### config.mk
export PLATFORM = sky130hd
export DESIGN_NAME = debounce_multi
export DESIGN_NICKNAME = d
export VERILOG_FILES = /design/src/rtl/debounce_multi.sv
export SDC_FILE = /design/constraint.sdc
export NUM_CORES = 1
export LEC_CHECK = 0
export ABC_AREA = 1
export CORE_UTILIZATION = 65
export DETAILED_ROUTE_END_ITERATION = 10
export DONT_BUFFER_PORTS = 1
export GPL_TIMING_DRIVEN = 0
export PLACE_DENSITY = 0.81
export SKIP_CTS_REPAIR_TIMING = 1
export SLEW_MARGIN = 20
export SYNTH_ARGS = -nofsm -noshare
export SYNTH_HDL_FRONTEND = slang
export SYNTH_SLANG_ARGS = --single-unit
### constraint.sdc
create_clock -name clk -period 8.2 [get_ports clk]
set_input_delay 1.64 -clock clk [delete_from_list [all_inputs] [get_ports clk]]
set_output_delay 1.64 -clock clk [all_outputs]
set_load 0.02 [all_outputs]
### src/rtl/debounce_multi.sv
// Multi-channel button conditioner: per-channel synchroniser, debounce filter
// and level/press/release/hold/auto-repeat event generation.
module debounce_multi #(
  parameter int   N           = 4,
  parameter int   CNT         = 100,
  parameter int   SYNC_STAGES = 2,
  parameter logic IDLE_LEVEL  = 1'b0,
  parameter int   HOLD_CNT    = 50000000,
  parameter int   REPEAT_CNT  = 10000000
) (
  input  logic         clk,
  input  logic         reset,
  input  logic [N-1:0] i_in,
  output logic [N-1:0] o_level,
  output logic [N-1:0] o_press,
  output logic [N-1:0] o_release,
  output logic [N-1:0] o_hold,
  output logic [N-1:0] o_repeat
);

  localparam int CW   = $clog2(CNT + 1);
  localparam int HMAX = (HOLD_CNT > REPEAT_CNT) ? HOLD_CNT : REPEAT_CNT;
  localparam int HW   = $clog2(HMAX + 1);

  localparam logic [CW-1:0] CNT_LAST  = CW'(CNT - 1);
  localparam logic [HW-1:0] HOLD_LAST = HW'(HOLD_CNT - 1);
  localparam logic [HW-1:0] REP_LAST  = (REPEAT_CNT > 0) ? HW'(REPEAT_CNT - 1) : '0;

  for (genvar g = 0; g < N; g++) begin : g_ch
    logic [SYNC_STAGES-1:0] r_sync;
    logic [CW-1:0]          r_cnt;
    logic [HW-1:0]          r_hcnt;
    logic                   r_level;
    logic                   r_held;
    logic                   r_press;
    logic                   r_release;
    logic                   r_hold;
    logic                   r_repeat;
    logic                   w_s;
    logic                   w_level_nxt;

    assign w_s = r_sync[SYNC_STAGES-1];

    // The hold/repeat logic looks at the level being committed this edge, so a
    // release landing on a hold/repeat instant suppresses that pulse.
    assign w_level_nxt = (w_s != r_level && r_cnt == CNT_LAST) ? w_s : r_level;

    // NOTE: every state update below is non-blocking so all flops sample the
    // pre-edge values of each other, exactly like the hardware they describe.
    always_ff @(posedge clk or posedge reset) begin
      if (reset) begin
        r_sync    <= {SYNC_STAGES{IDLE_LEVEL}};
        r_cnt     <= '0;
        r_hcnt    <= '0;
        r_level   <= IDLE_LEVEL;
        r_held    <= 1'b0;
        r_press   <= 1'b0;
        r_release <= 1'b0;
        r_hold    <= 1'b0;
        r_repeat  <= 1'b0;
      end else begin
        r_sync    <= {r_sync[SYNC_STAGES-2:0], i_in[g]};
        r_press   <= 1'b0;
        r_release <= 1'b0;
        r_hold    <= 1'b0;
        r_repeat  <= 1'b0;

        if (w_s == r_level) begin
          r_cnt <= '0;
        end else if (r_cnt == CNT_LAST) begin
          r_level   <= w_s;
          r_cnt     <= '0;
          r_press   <= (w_s != IDLE_LEVEL);
          r_release <= (w_s == IDLE_LEVEL);
        end else begin
          r_cnt <= r_cnt + 1'b1;
        end

        // The press edge itself is pressed cycle 1, so counting starts the
        // following edge.
        if (w_level_nxt == IDLE_LEVEL) begin
          r_hcnt <= '0;
          r_held <= 1'b0;
        end else if (r_level != IDLE_LEVEL) begin
          if (!r_held) begin
            if (r_hcnt == HOLD_LAST) begin
              r_hold   <= 1'b1;
              r_repeat <= 1'b1;
              r_held   <= 1'b1;
              r_hcnt   <= '0;
            end else begin
              r_hcnt <= r_hcnt + 1'b1;
            end
          end else if (REPEAT_CNT > 0) begin
            if (r_hcnt == REP_LAST) begin
              r_repeat <= 1'b1;
              r_hcnt   <= '0;
            end else begin
              r_hcnt <= r_hcnt + 1'b1;
            end
          end
        end
      end
    end

    assign o_level[g]   = r_level;
    assign o_press[g]   = r_press;
    assign o_release[g] = r_release;
    assign o_hold[g]    = r_hold;
    assign o_repeat[g]  = r_repeat;
  end

endmodule

==> results.txt <==
Figures from the implementation reports.

- The fraction of area in non-clock buffers reads 3.06%.
- Once layout is complete, the utilization of the core stands at 73.9%.
- The synthesized design spends more area on one cell type than any other, namely sky130_fd_sc_hd__dfrtp_1.
- The synthesized instance count is 1271.
- The switching portion of total power reads 20.1%.
- The buffer and inverter count on the worst path is 1.
- The first global-routing pass estimated 35900 µm of wire.
- Per the final report, the share of cell area in clock cells is 6.23%.
- The cell at the slowest stage of the critical path is sky130_fd_sc_hd__dfrtp_1.
- A synthesized cell averages 7.45 µm².
- The internal power of the cells reads 1.37 mW.
- The flow ran to the end, and the final reports show no timing, DRC or antenna violations.
- By instance count after routing, the leading logic cell types are sky130_fd_sc_hd__nand2_1, sky130_fd_sc_hd__nor2_1, sky130_fd_sc_hd__dfrtp_1.
- The delay contributed by the slowest stage of the critical path reads 0.47 ns.
- Dividing the detail-routed via count by the number of cells gives 5.56.
- Looking at the power breakdown, combinational cells take 1.8% of the total.
- The depth of the worst register-to-register path is 11.
- The simple-gate portion of the synthesized area reads 37.5%.
- Looking at the max-slew report, the worst-margin pin has a slew of 0.604 ns.
- The count of H-tree levels built during CTS reads 4.
- The pin count of the biggest net entering global routing is 86.
- The arrival time reported for the critical path endpoint reads 1.08 ns.
- The detailed-route wire length on metal 1 reads 9770 µm.
- The launching element of the worst setup path reads g_ch[1].r_level$_DFFE_PP0P_.
- Looking at the power breakdown, sequential logic takes 47.8% of the total.
- Per the run report, area growth between synthesis and finish was 9.57%.
Signal wires by layer:
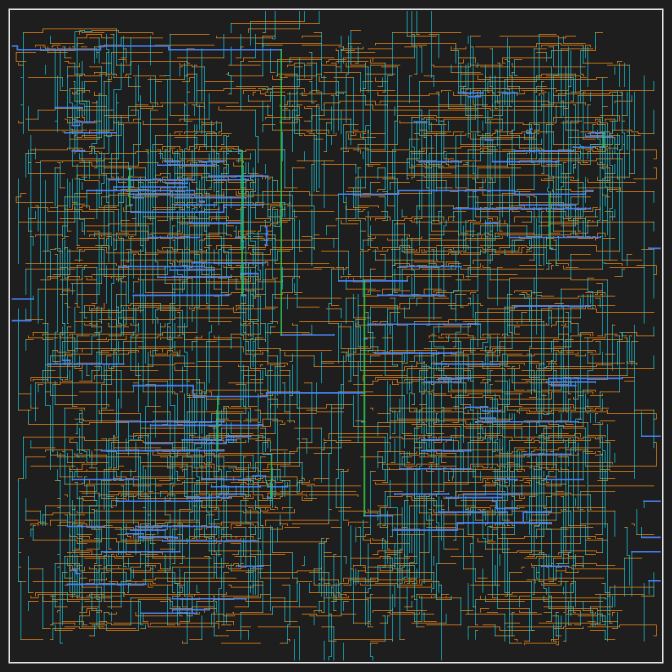
Key: blue = M3 [wire length 1190 µm]; cyan = M2 [wire length 9880 µm]; green = M4 [wire length 163 µm]; orange = M1 [wire length 9770 µm]
vias: 8244
all-layer global routing usage: 30.4%
Post-Route WL: 21000 µm
Routed WL per cell: 14.2 µm

Placement by cell class:
Fill, decap, tap and diode cells in gray.
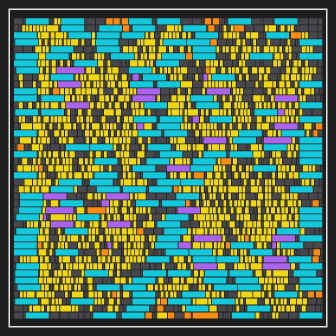
Key: orange = remaining buffers and delay cells [cells 39, share of their area 3.1%]; yellow = remaining logic cells [cells 1069, share of their area 50%]; cyan = registers [cells 164, share of their area 40%]; purple = clock drivers and dummy loads [cells 32, share of their area 6.4%]
cell row count: 43
sequential share of cell area: 39.5%
post-route cell area: 10400 µm²

Cells by drive strength:
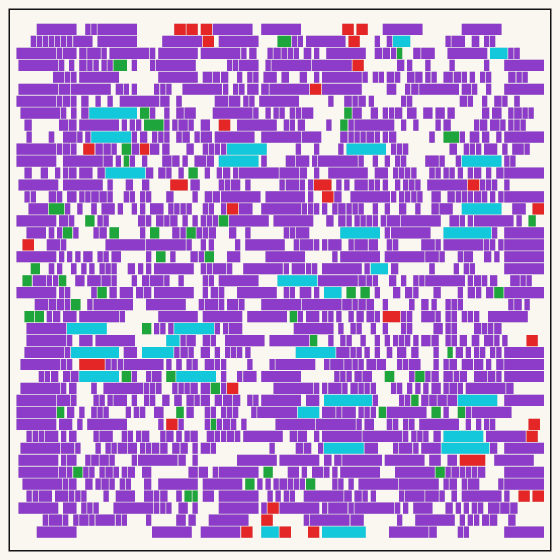
Key: red = x3 and x4 [cells 34, share 2.6%]; green = x2 [cells 54, share 4.1%]; purple = x1 and smaller [cells 1185, share 91%]; cyan = x6 and larger [cells 31, share 2.4%]

No activity file was given, so power comes from the tool's default toggle rates.
